Figure 1. Supply network.
Pins as bars on the die edge.
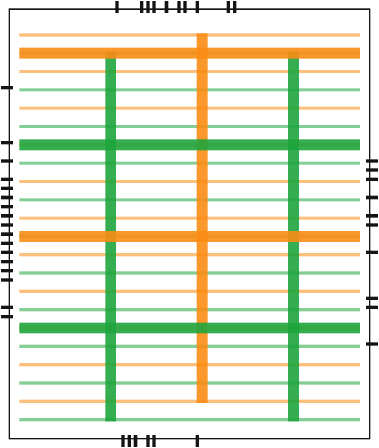
Figure 2. The clock network.
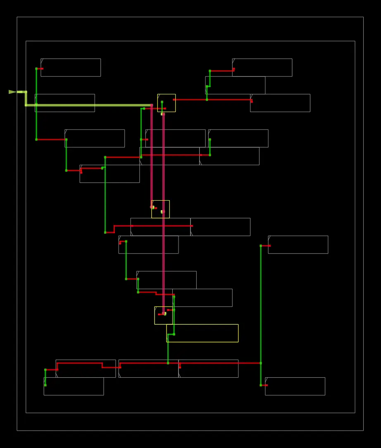
Figure 3. Sequential cells grouped by signal name.
Other cells in gray.
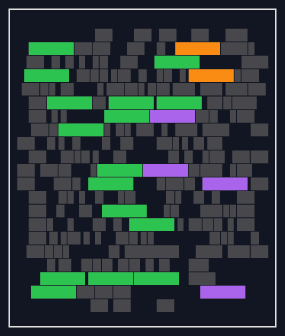
Figure 4. Gate families picked out.
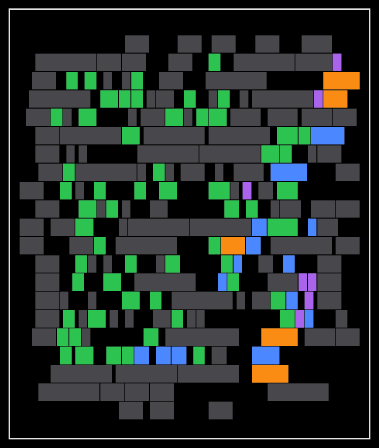
Figure 5. Cells colored by class.
Bar = 20 um. Fill, decap, tap and diode cells in gray.
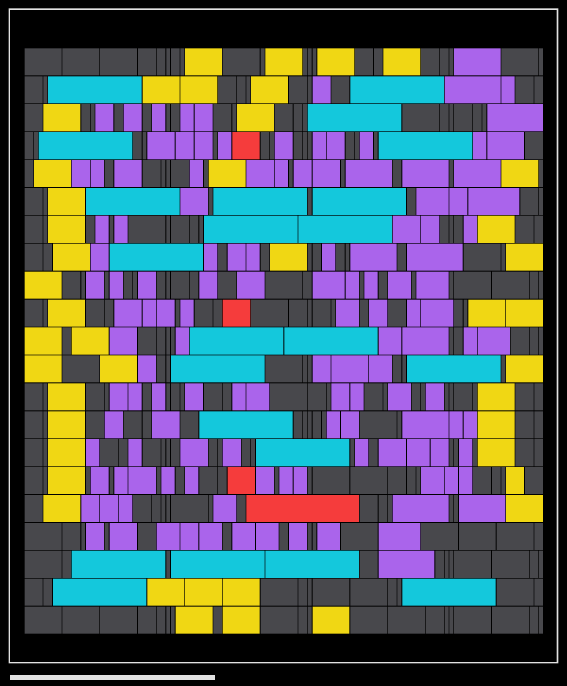
<file path="src/rtl/shift_div_seq.sv">
// rtl/shift_div_seq.sv - power-of-two divider sequencing 4-bit coarse and 1-bit fine shift steps.
// Optional remainder output and mask register: define SHIFT_DIV_REMAINDER_EN.
module shift_div_seq #(
  parameter int WIDTH = 16
) (
  input  logic             clk,
  input  logic             rst_n,
  input  logic             in_valid,
  output logic             in_ready,
  input  logic [WIDTH-1:0] dividend,
  input  logic [3:0]       shamt,
  output logic             out_valid,
  input  logic             out_ready,
  output logic [WIDTH-1:0] quotient,
`ifdef SHIFT_DIV_REMAINDER_EN
  output logic [WIDTH-1:0] remainder,
`endif
  output logic             busy
);

  typedef enum logic [1:0] {
    IDLE   = 2'd0,
    COARSE = 2'd1,
    FINE   = 2'd2,
    DONE   = 2'd3
  } state_t;

  state_t           state_q, state_d;
  logic [WIDTH-1:0] data_q, data_d;
  logic [3:0]       cnt_q, cnt_d;
  logic             accept;

  assign accept = in_valid && (state_q == IDLE);

  always_comb begin
    state_d = state_q;
    data_d  = data_q;
    cnt_d   = cnt_q;
    case (state_q)
      IDLE: begin
        if (accept) begin
          data_d = dividend;
          cnt_d  = shamt;
          if (shamt >= 4'd4)      state_d = COARSE;
          else if (shamt != 4'd0) state_d = FINE;
          else                    state_d = DONE;
        end
      end
      COARSE: begin
        data_d = data_q >> 4;
        cnt_d  = cnt_q - 4'd4;
        if (cnt_d >= 4'd4)      state_d = COARSE;
        else if (cnt_d != 4'd0) state_d = FINE;
        else                    state_d = DONE;
      end
      FINE: begin
        data_d = data_q >> 1;
        cnt_d  = cnt_q - 4'd1;
        if (cnt_d == 4'd0) state_d = DONE;
      end
      DONE: begin
        if (out_ready) state_d = IDLE;
      end
      default: state_d = IDLE;
    endcase
  end

  always_ff @(posedge clk or negedge rst_n) begin
    if (!rst_n) begin
      state_q <= IDLE;
      data_q  <= '0;
      cnt_q   <= '0;
    end else begin
      state_q <= state_d;
      data_q  <= data_d;
      cnt_q   <= cnt_d;
    end
  end

`ifdef SHIFT_DIV_REMAINDER_EN
  logic [WIDTH-1:0] mask_q, mask_d;
  logic [WIDTH-1:0] low_mask;

  // Low s bits set; shift amounts beyond WIDTH keep the whole dividend.
  always_comb begin
    low_mask = '0;
    for (int i = 0; i < WIDTH; i++) begin
      low_mask[i] = (i < int'(shamt));
    end
  end

  always_comb begin
    mask_d = mask_q;
    if (accept) mask_d = dividend & low_mask;
  end

  always_ff @(posedge clk or negedge rst_n) begin
    if (!rst_n) mask_q <= '0;
    else        mask_q <= mask_d;
  end

  assign remainder = mask_q;
`endif

  // Outputs decode only flopped state, so nothing combinational from inputs.
  assign in_ready  = (state_q == IDLE);
  assign out_valid = (state_q == DONE);
  assign busy      = (state_q == COARSE) || (state_q == FINE);
  assign quotient  = data_q;

endmodule

</file>
<file path="config.mk">
export PLATFORM = sky130hd
export DESIGN_NAME = shift_div_seq
export DESIGN_NICKNAME = d
export VERILOG_FILES = /design/src/rtl/shift_div_seq.sv
export SDC_FILE = /design/constraint.sdc
export NUM_CORES = 1
export LEC_CHECK = 0
export CORE_ASPECT_RATIO = 1.2
export CORE_UTILIZATION = 45
export DETAILED_ROUTE_END_ITERATION = 7
export PLACE_DENSITY = 0.77
export SLEW_MARGIN = 30
export SYNTH_ARGS = -nofsm -noshare
export SYNTH_HDL_FRONTEND = slang
export SYNTH_SLANG_ARGS = --single-unit
</file>
<file path="constraint.sdc">
create_clock -name clk -period 4.6 [get_ports clk]
set_clock_uncertainty 0.15 [all_clocks]
set_input_delay 0.46 -clock clk [delete_from_list [all_inputs] [get_ports clk]]
set_output_delay 0.46 -clock clk [all_outputs]
set_load 0.01 [all_outputs]
</file>
==> results.ini <==
[final_timing]
finalCritPeriodShare_pct=60.9
rsz0062_at_grt=no
setup_ws_ns=1.80
setup_violations=0
hold_viol=0
fmax_ghz=0.357
drv_slew=0
fin_tns_setup_ns=0
slew_headroom_pct=50.6
worst_pin_slew_ns=0.740
period_needed_ns=2.80

[pwr]
p_switching_mw=0.607
pwr-share-clk_pct=10.9
leakagePower_nw=0.783
p_sw_share_pct=43.9
seqPwrFrac_pct=28.4
top_power_group=combinational cells
intPower_mw=0.777
pwr.group.combinational_mw=0.841
comb_power_share_pct=60.8
power_density_mw_per_mm2=741

[layout]
drive_gt1_share_pct=8.08
layout_top_cells=clkdlybuf4s50_1 (41), nand2_1 (32), o21ai_0 (25)
regArea_um2=551
n_antenna_cell=0
synthToLayoutAreaGrowth_pct=31.6
final_cell_area_mm2=0.00187
fillerInstances=272
comb_area_um2=772
num-nets-final=231

[critical_path]
startpoint_type=register
worstPathMaxFanout=38
criticalPathCategory=reg2out
worst-r2r-setup-slack_ns=2.43
cp.required_ns=3.99
crit_path_end_kind=output port
arrival_ns=2.19

[global_route]
antenna_found_initial=0
grt_pass1_wl_mm=5.66
grt_max_degree=39
grt_use_total_pct=22.5
grt_pass1_vias=1276
grt-ovfl-total=0

[drt]
vias=1340
drc=0
via_per_inst=5.78
postRouteAntennaNets=0
drt-initial-drc-count=25
drt_pass1_iterations=4
wirelength_mm=3.49
wl_per_cell_um=15.0

[yosys]
yosysChipArea_mm2=0.00142
ys_top_logic_family=AND-OR/OR-AND gates
syn_inst=163
top_area_share_pct=38.8
adder_share_pct=7.05
synth_nets=195
yosys.area_share.simple_pct=17.8
synth-edff-count=0
synth_area_mm2=0.00142
ys_cells=163
yosys.area_share.aoi_pct=24.8
xor_share_pct=0
synth.distinct_cells=35
ys_async_sr_fraction_pct=100
avgSynthCellArea_um2=8.71
top_area_cell=dfrtp_1
synth.area.top_cells=dfrtp_1 (39%), o21ai_0 (8.8%), nand2_1 (8.5%)
ys_warn_count=0
synth-main-ff-cell=dfrtp_1
synthMuxAreaShare_pct=4.58
top_cell=nand2_1
ys_ff=22
ys_seq_share_pct=38.8
top_cells_by_count=nand2_1 (32), o21ai_0 (25), dfrtp_1 (22)

[status]
status=completed

[job]
openroad.warnings=31
drv_cap=0

[floorplan]
chipWidth_um=53.3
chipArea_mm2=0.00339
initial_utilization_pct=49.1
num_rows=21
ios=43

[cts]
cts_hold_buf=1
cts_root_buf=clkbuf_4
postCtsResizedCells=0
cts_setup_buffers=0
clk_path_buf_depth=2
h-tree-depth=1
clk_pin_slew_ns=0.13
cts_tree=built
clkSinkCount=22

[place]
io_buffers=42
hpwl_mm=2.43
post-place-ws_ns=1.85
dp.cells=227
place_area_mm2=0.00180
place_congestion=0.810

[min_path]
holdCritPathClass=reg2reg

## Picture notes: Figure 1
- VSS: green
- VDD: orange
- met4 straps: 3
- met1 rails: 22
- rows: 21
- signal pins: 43
Max VDD drop: 0.481 mV
core area: 0.00289 mm^2
Die Y: 63.5 um

## Picture notes: Figure 2
Latency at later pin: 0.31 ns
clk pwr: 0.150 mW
total CTS buffers: 3
Flop Count: 22
clock buf count: 3

## Picture notes: Figure 3
- quotient: green (flops 16)
- state_q: orange (flops 2)
- cnt_q: purple (flops 4)
Seq area share: 29.5%
sequential cell power: 0.393 mW
Layout Utilization: 64.7%

## Picture notes: Figure 4
- multiplexers: orange (cells 5)
- inverters: purple (cells 7)
- NOR gates: blue (cells 14)
- inverting AOI/OAI gates: green (cells 57)
Comb/total area: 41.3%
non-filler instance count after layout: 232
most frequent logic cell in the layout: clkdlybuf4s50_1

## Picture notes: Figure 5
- flip-flops: cyan (cells 22)
- clock drivers and dummy loads: red (cells 4)
- all other logic: purple (cells 129)
- other buffers and delay cells: yellow (cells 43)

==> per-stage QoR <==
stage	hold WS [ns]	util (%)	power, mW
after floorplan	0.0144	-	0.962
after global placement	0.320	62.6	1.20
after detailed placement	0.304	62.4	1.24
after CTS	0.358	64.6	1.39
after global routing	0.380	64.7	1.51
final	0.354	64.7	1.38
==> worst paths after layout <==
kind / end / cells past startpoint / from
worst max-delay path: busy / 3 / state_q[1]$_DFFE_PN0P_
worst min-delay path: quotient[0]$_DFFE_PN0P_ / 2 / quotient[0]$_DFFE_PN0P_
worst max register to register: cnt_q[0]$_DFFE_PN0P_ / 6 / state_q[0]$_DFFE_PN0P_
worst min register to register: quotient[0]$_DFFE_PN0P_ / 2 / quotient[0]$_DFFE_PN0P_
max in group asynchronous: quotient[8]$_DFFE_PN0P_ / 2 / rst_n
min in group asynchronous: cnt_q[0]$_DFFE_PN0P_ / 2 / rst_n
==> layer usage <==
layer / GRT usage [%] / routed length, um / part of all wire (%) / vias to the layer above
met3: 2.90 / 138 / 4.0 / 9
met5: 0 / 0 / 0 / -
met1: 28.1 / 1510 / 43 / 645
met2: 37.0 / 1760 / 50 / 42
met4: 10.2 / 82 / 2.4 / 0
li1: - / - / - / 644
==> flip-flops by register name, indices dropped and copies added (netlist names) <==
register and count:
quotient 16, cnt_q 4, state_q 2
==> area by class of cell <==
class | count | share of cell area (%)
Sequential cell | 22 | 29.5
Tap cell | 34 | 2.28
Clock buffer | 3 | 1.20
Timing Repair Buffer | 43 | 22.8
Multi-Input combinational cell | 122 | 41.3
Clock inverter | 1 | 1.61
Inverter | 7 | 1.41
==> critical path, cell delays in order, from the launching register on <==
cell             delay, ns
dfrtp_1               0.42
inv_1                 0.08
ha_2                  0.73
clkdlybuf4s50_1       0.65
Power and IR drop assume default switching activity.
